--- src/rtl/stoper_ctrl_if.sv ---
// Stopwatch controller bus: raw buttons and live counter value in,
// counter control and display selection out.
// The master side is the environment (buttons and counter); the slave side
// is the stoper_ctrl controller.
interface stoper_ctrl_if;
  logic        i_btn_ss;
  logic        i_btn_lc;
  logic [23:0] i_bcd_time;
  logic        o_cnt_en;
  logic        o_cnt_clr;
  logic [23:0] o_disp_bcd;
  logic        o_lap_active;
  logic [1:0]  o_state;

  modport master (
    output i_btn_ss,
    output i_btn_lc,
    output i_bcd_time,
    input  o_cnt_en,
    input  o_cnt_clr,
    input  o_disp_bcd,
    input  o_lap_active,
    input  o_state
  );

  modport slave (
    input  i_btn_ss,
    input  i_btn_lc,
    input  i_bcd_time,
    output o_cnt_en,
    output o_cnt_clr,
    output o_disp_bcd,
    output o_lap_active,
    output o_state
  );
endinterface

--- src/rtl/stoper_ctrl.sv ---
// stoper_ctrl: start/stop/lap/clear controller for a 6-digit BCD stopwatch.
// - Two raw buttons are synchronized (2 flops) and debounced; a press event
//   is a one-cycle pulse on the debounced rising edge.
// - A 4-state FSM drives count enable, a one-cycle synchronous clear and the
//   display mux (live time or frozen lap time). All outputs are registered.
// - Optional build macro STOPER_CTRL_AUTOSTOP_EN: halts the count at 9:59.999
//   instead of letting the counter wrap. Without it the wrap is ignored.
module stoper_ctrl #(
  parameter int DEBOUNCE_CYCLES = 20
) (
  input  logic         i_clk,
  input  logic         i_rst_n,
  stoper_ctrl_if.slave bus
);

  localparam int DB_W = $clog2(DEBOUNCE_CYCLES + 1);
  localparam logic [DB_W-1:0] DB_LIMIT = DB_W'(DEBOUNCE_CYCLES);
  localparam logic [DB_W-1:0] DB_ONE   = DB_W'(1);
  localparam logic [DB_W-1:0] DB_ZERO  = DB_W'(0);

  typedef enum logic [1:0] {
    ST_IDLE = 2'b00,
    ST_RUN  = 2'b01,
    ST_LAP  = 2'b10,
    ST_STOP = 2'b11
  } state_t;

  // Button index 0 is start/stop, index 1 is lap/clear.
  logic [1:0]      raw_s;
  logic [1:0]      meta_r;
  logic [1:0]      sync_r;
  logic [1:0]      db_r;
  logic [1:0]      db_d_r;
  logic [DB_W-1:0] db_cnt_r [2];
  logic [1:0]      ev_s;
  logic            ev_ss_s;
  logic            ev_lc_s;

  state_t          state_r;
  state_t          state_nxt_s;
  logic [23:0]     lap_r;
  logic [23:0]     lap_nxt_s;
  logic            clr_nxt_s;
  logic            autostop_s;

  logic            cnt_en_r;
  logic            cnt_clr_r;
  logic [23:0]     disp_bcd_r;
  logic            lap_active_r;

  assign raw_s = {bus.i_btn_lc, bus.i_btn_ss};

  // Two-flop synchronizers bring the asynchronous buttons into the clock domain.
  always_ff @(posedge i_clk or negedge i_rst_n) begin
    if (!i_rst_n) begin
      meta_r <= 2'b00;
      sync_r <= 2'b00;
    end else begin
      meta_r <= raw_s;
      sync_r <= meta_r;
    end
  end

  // Debounce: the level flips only once the synced input has differed from it
  // for DEBOUNCE_CYCLES consecutive cycles; any agreement restarts the count.
  always_ff @(posedge i_clk or negedge i_rst_n) begin
    if (!i_rst_n) begin
      db_r        <= 2'b00;
      db_d_r      <= 2'b00;
      db_cnt_r[0] <= DB_ZERO;
      db_cnt_r[1] <= DB_ZERO;
    end else begin
      db_d_r <= db_r;
      for (int i = 0; i < 2; i++) begin
        if (sync_r[i] == db_r[i]) begin
          db_cnt_r[i] <= DB_ZERO;
        end else if (db_cnt_r[i] == DB_LIMIT) begin
          db_r[i]     <= sync_r[i];
          db_cnt_r[i] <= DB_ZERO;
        end else begin
          db_cnt_r[i] <= db_cnt_r[i] + DB_ONE;
        end
      end
    end
  end

  // Press events fire on debounced rising edges only; start/stop has priority,
  // so a lap/clear press in the same cycle is dropped entirely.
  assign ev_s    = db_r & ~db_d_r;
  assign ev_ss_s = ev_s[0];
  assign ev_lc_s = ev_s[1] & ~ev_s[0];

`ifdef STOPER_CTRL_AUTOSTOP_EN
  // One count before 9:59.999 the next enabled tick reaches the last value,
  // so dropping the enable here freezes the counter at 24'h959999.
  assign autostop_s = ((state_r == ST_RUN) || (state_r == ST_LAP)) &&
                      cnt_en_r && (bus.i_bcd_time == 24'h959998);
`else
  assign autostop_s = 1'b0;
`endif

  // Next-state logic, lap capture and clear request.
  always_comb begin
    state_nxt_s = state_r;
    lap_nxt_s   = lap_r;
    clr_nxt_s   = 1'b0;
    if (autostop_s) begin
      state_nxt_s = ST_STOP;
    end else begin
      case (state_r)
        ST_IDLE: begin
          if (ev_ss_s) begin
            state_nxt_s = ST_RUN;
          end else if (ev_lc_s) begin
            state_nxt_s = ST_IDLE;
            clr_nxt_s   = 1'b1;
          end else begin
            state_nxt_s = ST_IDLE;
          end
        end
        ST_RUN: begin
          if (ev_ss_s) begin
            state_nxt_s = ST_STOP;
          end else if (ev_lc_s) begin
            state_nxt_s = ST_LAP;
            lap_nxt_s   = bus.i_bcd_time;
          end else begin
            state_nxt_s = ST_RUN;
          end
        end
        ST_LAP: begin
          if (ev_ss_s) begin
            state_nxt_s = ST_STOP;
          end else if (ev_lc_s) begin
            state_nxt_s = ST_RUN;
          end else begin
            state_nxt_s = ST_LAP;
          end
        end
        ST_STOP: begin
          if (ev_ss_s) begin
            state_nxt_s = ST_RUN;
          end else if (ev_lc_s) begin
            state_nxt_s = ST_IDLE;
            clr_nxt_s   = 1'b1;
          end else begin
            state_nxt_s = ST_STOP;
          end
        end
        default: begin
          state_nxt_s = ST_IDLE;
        end
      endcase
    end
  end

  // State, lap register and all outputs are registered from the next state so
  // every output changes in the same cycle the new state becomes visible.
  always_ff @(posedge i_clk or negedge i_rst_n) begin
    if (!i_rst_n) begin
      state_r      <= ST_IDLE;
      lap_r        <= 24'h000000;
      cnt_en_r     <= 1'b0;
      cnt_clr_r    <= 1'b0;
      disp_bcd_r   <= 24'h000000;
      lap_active_r <= 1'b0;
    end else begin
      state_r      <= state_nxt_s;
      lap_r        <= lap_nxt_s;
      cnt_en_r     <= (state_nxt_s == ST_RUN) || (state_nxt_s == ST_LAP);
      cnt_clr_r    <= clr_nxt_s;
      lap_active_r <= (state_nxt_s == ST_LAP);
      disp_bcd_r   <= (state_nxt_s == ST_LAP) ? lap_nxt_s : bus.i_bcd_time;
    end
  end

  assign bus.o_state      = state_r;
  assign bus.o_cnt_en     = cnt_en_r;
  assign bus.o_cnt_clr    = cnt_clr_r;
  assign bus.o_disp_bcd   = disp_bcd_r;
  assign bus.o_lap_active = lap_active_r;

endmodule

--- src/flat_wrapper.sv ---
// flat-port wrapper written by rule: the top's interface ports become plain ports
module stoper_ctrl_flat 
#(
  parameter int DEBOUNCE_CYCLES = 20
)
  (i_clk, i_rst_n, bus_i_btn_ss, bus_i_btn_lc, bus_i_bcd_time, bus_o_cnt_en, bus_o_cnt_clr, bus_o_disp_bcd, bus_o_lap_active, bus_o_state);
  stoper_ctrl_if bus_i ();
  input  logic i_clk;
  input  logic i_rst_n;
  input wire logic [$bits(bus_i.i_btn_ss)-1:0] bus_i_btn_ss;
  input wire logic [$bits(bus_i.i_btn_lc)-1:0] bus_i_btn_lc;
  input wire logic [$bits(bus_i.i_bcd_time)-1:0] bus_i_bcd_time;
  output wire logic [$bits(bus_i.o_cnt_en)-1:0] bus_o_cnt_en;
  output wire logic [$bits(bus_i.o_cnt_clr)-1:0] bus_o_cnt_clr;
  output wire logic [$bits(bus_i.o_disp_bcd)-1:0] bus_o_disp_bcd;
  output wire logic [$bits(bus_i.o_lap_active)-1:0] bus_o_lap_active;
  output wire logic [$bits(bus_i.o_state)-1:0] bus_o_state;
  assign bus_i.i_btn_ss = bus_i_btn_ss;
  assign bus_i.i_btn_lc = bus_i_btn_lc;
  assign bus_i.i_bcd_time = bus_i_bcd_time;
  assign bus_o_cnt_en = bus_i.o_cnt_en;
  assign bus_o_cnt_clr = bus_i.o_cnt_clr;
  assign bus_o_disp_bcd = bus_i.o_disp_bcd;
  assign bus_o_lap_active = bus_i.o_lap_active;
  assign bus_o_state = bus_i.o_state;
  stoper_ctrl #(.DEBOUNCE_CYCLES(DEBOUNCE_CYCLES)) u_core (.i_clk(i_clk), .i_rst_n(i_rst_n), .bus(bus_i));
endmodule
--- config.mk ---
export PLATFORM = sky130hd
export DESIGN_NAME = stoper_ctrl_flat
export DESIGN_NICKNAME = d
export VERILOG_FILES = /design/src/rtl/stoper_ctrl_if.sv /design/src/rtl/stoper_ctrl.sv /design/src/flat_wrapper.sv
export SDC_FILE = /design/constraint.sdc
export NUM_CORES = 1
export LEC_CHECK = 0
export ABC_AREA = 1
export CORE_AREA = 2 2 78 80
export CTS_BUF_LIST = sky130_fd_sc_hd__clkbuf_4
export CTS_CLUSTER_SIZE = 20
export DETAILED_ROUTE_END_ITERATION = 8
export DIE_AREA = 0 0 80 82
export PLACE_DENSITY = 0.85
export SLEW_MARGIN = 40
export SYNTH_ARGS = -nofsm -noshare
export SYNTH_HDL_FRONTEND = slang
export SYNTH_SLANG_ARGS = --single-unit
--- constraint.sdc ---
create_clock -name i_clk -period 3.1 [get_ports i_clk]
set_input_delay 0.465 -clock i_clk [delete_from_list [all_inputs] [get_ports i_clk]]
set_output_delay 0.465 -clock i_clk [all_outputs]
set_load 0.02 [all_outputs]
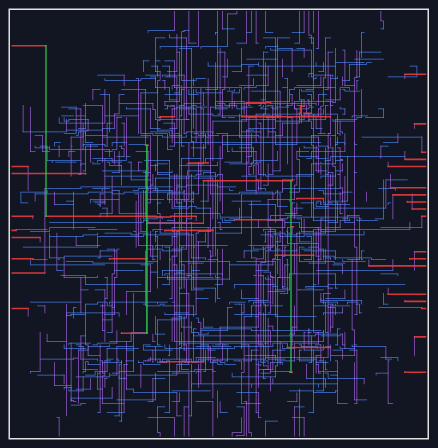
*Wiring by layer, run 1*
- red: metal 3 (wire length 266 um)
- purple: metal 2 (wire length 2960 um)
- blue: metal 1 (wire length 2760 um)
- green: metal 4 (wire length 105 um)

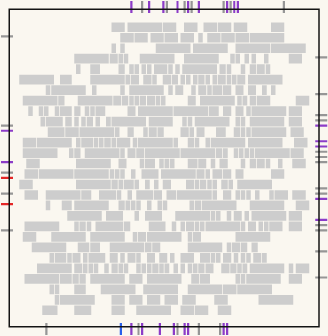
*Ports around the boundary, run 1*
Pins as bars across the die edge, other pins in gray.
- red: bus_o_state (pins 2; direction output; edge west)
- blue: bus_o_cnt_clr (pins 1; direction output; edge south)
- purple: bus_i_bcd_time (pins 24; direction input; edge 9 north, 8 south, 5 east, 2 west)
- all pins by edge: 18 east, 16 north, 14 south, 9 west

==> results.sh, run 1 <==
# source this file to load flow results
export IMPL_maxSlewViolCount=0
export IMPL_rsz0062_at_grt="false"
export IMPL_synth_xor_area_share_pct=1.90
export IMPL_htreeDepth=3
export IMPL_p_sw_w=0.000376
export IMPL_swShare_pct=23.8
export IMPL_grt_max_degree=72
export IMPL_tightest_slew_ns=0.755
export IMPL_power_density_nw_per_um2=405
export IMPL_synthTopCellsByCount="nand2_1 (88), dfrtp_1 (71), inv_1 (63)"
export IMPL_post_route_util_pct=68.0
export IMPL_cts_tree="built"
export IMPL_drive_gt1_share_pct=5.04
export IMPL_ys_cells=358
export IMPL_cts_repair_resized=0
export IMPL_cp_start_kind="flip-flop"
export IMPL_cp_arrival_ns=2.54
export IMPL_ys_ff=71
export IMPL_wl_per_cell_um=12.4
export IMPL_hpwl_um=3970
export IMPL_synthCells=358
export IMPL_crit_required_ns=3.39
export IMPL_seq_share_pct=45.5
export IMPL_clk_share_pct=2.60
export IMPL_pwr_share_seq_pct=60.8
export IMPL_yosysTopAreaCell="dfrtp_1"
export IMPL_comb_area_sq_um=1110
export IMPL_ir_worst_vdd_uv=249
export IMPL_grt_overflow=0
export IMPL_p_int_w=0.00120
export IMPL_wl_um=6090
export IMPL_clock_path_buffers=2
export IMPL_max_cap_violations=0
export IMPL_fmax_mhz=445
export IMPL_hold_path_class="primary input to async pin"
export IMPL_placed_cell_area_sq_um=3800
export IMPL_synthTopLogicFamily="simple AND/OR/NAND/NOR gates"
export IMPL_min_period_ns=2.25
export IMPL_top_cell_area_share_pct=54.9
export IMPL_status="complete, no violations"
export IMPL_holdWs_ns=0.0474
export IMPL_flop_count=71
export IMPL_buf_share_pct=15.0
export IMPL_grt_use_total_pct=20.3
export IMPL_numPortBuffers=56
export IMPL_die_width_um=80
export IMPL_drc_errors=0
export IMPL_setup_slack_ns=0.852
export IMPL_total_leakage_power_nw=2.06
export IMPL_logic_gates=208
export IMPL_synth_area_sq_um=3230
export IMPL_core_rowCount=28
export IMPL_crit_type="flip-flop to flip-flop"
export IMPL_antenna_found_initial=0
export IMPL_area_delta_synth_final_pct=20.7
export IMPL_ys_area_sq_um=3230
export IMPL_ys_flop_type="dfrtp_1"
export IMPL_power_w=0.00158
export IMPL_initial_utilization_pct=56.3
export IMPL_seq_power_w=0.000961
export IMPL_design_area_sq_um=3910
export IMPL_die_area_sq_um=6560
export IMPL_ys_sh_adder_pct=3.87
export IMPL_final_nets=451
export IMPL_io_pins=57
export IMPL_finalNonFillerCells=492
export IMPL_syn_nets=396
export IMPL_synthAoiAreaFrac_pct=0.619
export IMPL_combinationalPower_w=0.000148
export IMPL_preCtsSetupSlack_ns=0.859
export IMPL_design_core_area_sq_um=5750
export IMPL_clock_sinks=71
export IMPL_async_flop_share_pct=100
export IMPL_p_comb_share_pct=9.4
export IMPL_finalHoldViolCount=0
export IMPL_largest_class="registers"
export IMPL_synthMuxAreaShare_pct=0
export IMPL_most_common_cell="nand2_1"
export IMPL_root_buffer="clkbuf_4"
export IMPL_buffers_excl_clock=59
export IMPL_diodes=0
export IMPL_cts_hold_buf=0
export IMPL_finalSetupViolCount=0
export IMPL_grt_pass1_wl_um=10200
export IMPL_ys_types=21
export IMPL_p_clk_share_pct=29.8
export IMPL_simple_gate_area_share_pct=27.9
export IMPL_tap_cells=75
export IMPL_cp_max_fo=26
export IMPL_cts_buffers=9
export IMPL_relSlewSlack_pct=49.6
export IMPL_die_y_um=82
export IMPL_place_inst=477
export IMPL_end_kind="flip-flop"
export IMPL_register_area_sq_um=1780
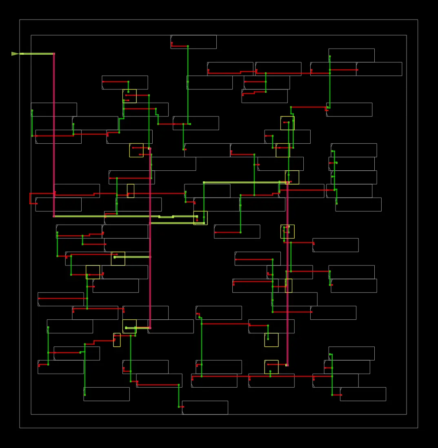
*Clock wiring as the flow saved it, run 1*
Worst Skew: 0.00760 ns
clk latency late pin: 0.40 ns
CLK BUF: 12
Clk power: 0.000472 W

## run 1: worst max-delay path: stages, from the launching register on
cell     delay [ns]
dfrtp_1        0.44
inv_1          0.10
ha_1           0.16
buf_4          0.31
nand2_1        0.09
a21oi_1        0.25
ha_1           0.22
inv_1          0.33
nand2_1        0.18
nand2_1        0.06
## run 1: metal layers
layer  part of all wire [%]  vias to the layer above  GRT usage [%]
met1                     45                     1141           25.3
met3                    4.4                        9           3.63
met2                     49                       61           33.7
met4                    1.7                        0           11.5
met5                      0                        -              0
li1                       -                     1210              -
## run 1: final timing paths
check | startpoint | to | slack [ns] | cells after the start
min | i_rst_n | u_core.meta_r[1] | 0.05 | 1
min in group i_clk | u_core.meta_r[1] | u_core.sync_r[1] | 0.36 | 0
max in group asynchronous | i_rst_n | u_core.lap_r[19] | 2.61 | 1
max reg2reg | u_core.bus.o_state[1] | u_core.bus.o_disp_bcd[3] | 0.85 | 9
max | u_core.bus.o_state[1] | u_core.bus.o_disp_bcd[3] | 0.85 | 9
min reg2reg | u_core.meta_r[1] | u_core.sync_r[1] | 0.36 | 0
## run 1: flip-flops by register name, indices dropped and copies added, names as in the netlist
name and flops:
u_core.bus.o_disp_bcd 24, u_core.bus.o_lap_active 1, u_core.sync_r 2, u_core.db_r 2
u_core.db_d_r 2, u_core.db_cnt_r 10, u_core.bus.o_cnt_en 1, u_core.bus.o_cnt_clr 1
u_core.bus.o_state 2, u_core.meta_r 2, u_core.lap_r 24
## run 1: placed cells by master, fill, tap and decap left out, drive strengths merged, types with 5 or more instances in the layout
cell type / count
nand3: 33
and2: 25
ha: 10
nand4: 25
xor2: 5
dfrtp: 71
clkbuf: 12
clkdlybuf4s50: 55
nand2: 89
nor2: 14
inv: 64
### Register map, names as in the netlist, run 1

Other sequential cells in the stronger gray, the rest of the logic in the fainter gray.
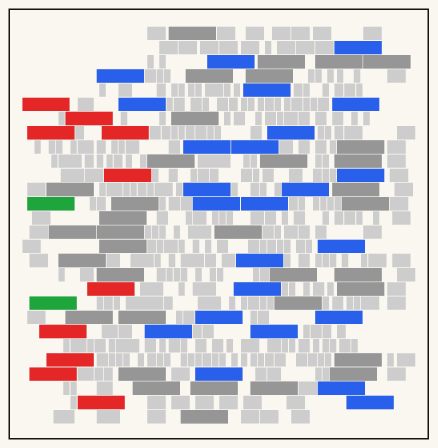

==> run 2, diff against run 1 <==
CORE_AREA = 2 2 81 83   (was 2 2 78 80)
DIE_AREA = 0 0 83 85   (was 0 0 80 82)
PLACE_DENSITY = 0.8   (was 0.85)
clock period = 2.1 ns   (was 3.1 ns; I/O delays follow)
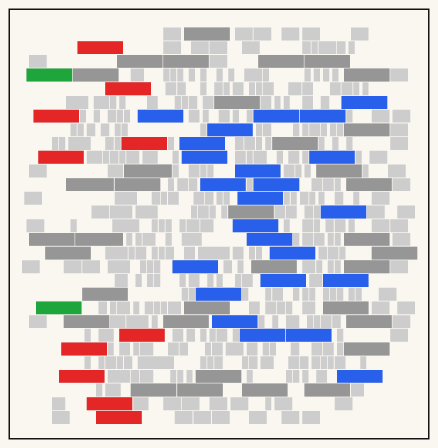
*Register map, names as in the netlist, run 2*
Other sequential cells in the stronger gray, the rest of the logic in the fainter gray.
- blue: u_core.lap_r (flops 24)
- green: u_core.meta_r (flops 2)
- red: u_core.db_cnt_r (flops 10)

==> results.sh, run 2 <==
# source this file to load flow results
export IMPL_met2_usage_pct=32.3
export IMPL_clock_path_buffers=2
export IMPL_hold_path_class="primary input to flip-flop"
export IMPL_ys_sh_adder_pct=3.87
export IMPL_cp_start_kind="flip-flop"
export IMPL_endpoint="u_core.bus.o_disp_bcd[12]"
export IMPL_die_width_um=83
export IMPL_synthTopCellsByCount="nand2_1 (88), dfrtp_1 (71), inv_1 (63)"
export IMPL_hpwl_um=4210
export IMPL_cts_buffers=9
export IMPL_swShare_pct=24.0
export IMPL_fin_skew_ns=0.0124
export IMPL_clock_sinks=71
export IMPL_reg2reg_slack_ns=0.15
export IMPL_hold_start="bus_i_btn_lc"
export IMPL_met3_usage_pct=4.67
export IMPL_drt_met1_wl_um=2860
export IMPL_combinationalPower_w=0.000221
export IMPL_top_cell_area_share_pct=54.9
export IMPL_cp_arrival_ns=2.24
export IMPL_wl_um=6400
export IMPL_relSlewSlack_pct=57.8
export IMPL_core_rowCount=29
export IMPL_top_layer_used="met4"
export IMPL_initial_utilization_pct=52.1
export IMPL_status="complete, no violations"
export IMPL_preCtsSetupSlack_ns=0.144
export IMPL_path_cells="ha_1 > or2_2 > nand2_1 > nand3_1 > nand2_1 > ha_2 > inv_1 > buf_4 > nand2_1 > nand2_1"
export IMPL_grt_use_total_pct=19.6
export IMPL_worst_path_buf_inv=2
export IMPL_power_w=0.00235
export IMPL_worstHoldEndpoint="u_core.meta_r[1]"
export IMPL_r2r_cells=10
export IMPL_design_core_area_sq_um=6200
export IMPL_htreeDepth=3
export IMPL_crit_required_ns=2.39
export IMPL_total_leakage_power_nw=2.08
export IMPL_simple_gate_area_share_pct=27.9
export IMPL_min_period_ns=1.95
export IMPL_wl_per_cell_um=12.8
export IMPL_synthCells=358
export IMPL_yosysTopAreaCell="dfrtp_1"
export IMPL_ir_worst_vdd_uv=368
export IMPL_p_sw_w=0.000563
export IMPL_layout_top_cells="nand2_1 (88), dfrtp_1 (68), inv_1 (63)"
export IMPL_p_clk_share_pct=30.0
export IMPL_drive_gt1_share_pct=7.35
export IMPL_end_kind="flip-flop"
export IMPL_max_cap_violations=0
export IMPL_die_y_um=85
export IMPL_antenna_found_initial=0
export IMPL_maxSlewViolCount=0
export IMPL_r2r_start="u_core.bus.o_state[0]"
export IMPL_async_flop_share_pct=100
export IMPL_cpLargestDelayFamily="simple AND/OR/NAND/NOR gates"
export IMPL_finalHoldViolCount=0
export IMPL_p_int_w=0.00178
export IMPL_max_stage_delay_ns=0.45
export IMPL_setup_slack_ns=0.154
export IMPL_ys_ff=71
export IMPL_cp_depth=10
export IMPL_tightest_slew_ns=0.633
==> run 2: cell counts after synthesis <==
No cell type changed its count.
==> run 2: per-stage QoR <==
step                setup TNS, ns  hold slack [ns]  cells  utilization (%)  cell area, sq um
global route              -0.0739            0.328    499             63.8              3960
global placement                0            0.332    483             61.8              3830
finish                          0            0.331    499             63.8              3960
floorplan                  -0.301           0.0194    358                -              3240
detailed placement              0            0.335    483             61.8              3830
CTS                             0            0.312    499             63.6              3950
==> run 2: worst reg2reg max path: stages (launching register included) <==
cell     delay, ns
dfrtp_2       0.45
ha_1          0.23
or2_2         0.29
nand2_1       0.08
nand3_1       0.08
nand2_1       0.10
ha_2          0.20
inv_1         0.04
buf_4         0.21
nand2_1       0.09
nand2_1       0.06
==> run 2: area by class of cell <==
| cell class | instances | area, sq um | area share, % |
|---|---|---|---|
| Clock buffer | 12 | 90.1 | 2.28 |
| Clock inverter | 3 | 12.5 | 0.316 |
| Inverter | 64 | 240 | 6.07 |
| Multi-Input combinational cell | 208 | 1110 | 28.2 |
| Sequential cell | 71 | 1780 | 45.0 |
| Tap cell | 77 | 96.3 | 2.43 |
| Timing Repair Buffer | 64 | 624 | 15.8 |
==> run 2: logic make-up (layout without fill, tap and decap cells) <==
kind of cell / count (synthesis) / after routing
AND/OR/NAND/NOR: 187 / 187
AND-OR/OR-AND: 4 / 4
flip-flops: 71 / 71
buffers and inverters: 79 / 143
XOR/XNOR: 7 / 7
adder cells (fa/ha/maj): 10 / 10
==> run 2: repair_timing <==
| action | 4_1_cts | 5_1_grt |
|---|---|---|
| endpoints found under the setup margin | 0 | 24 |
| gates resized | 0 | 4 |
| hold endpoints to repair | 48 | 0 |
| buffers inserted | 0 | 0 |
| hold buffers | 1 | 0 |
Power and IR drop assume default switching activity.
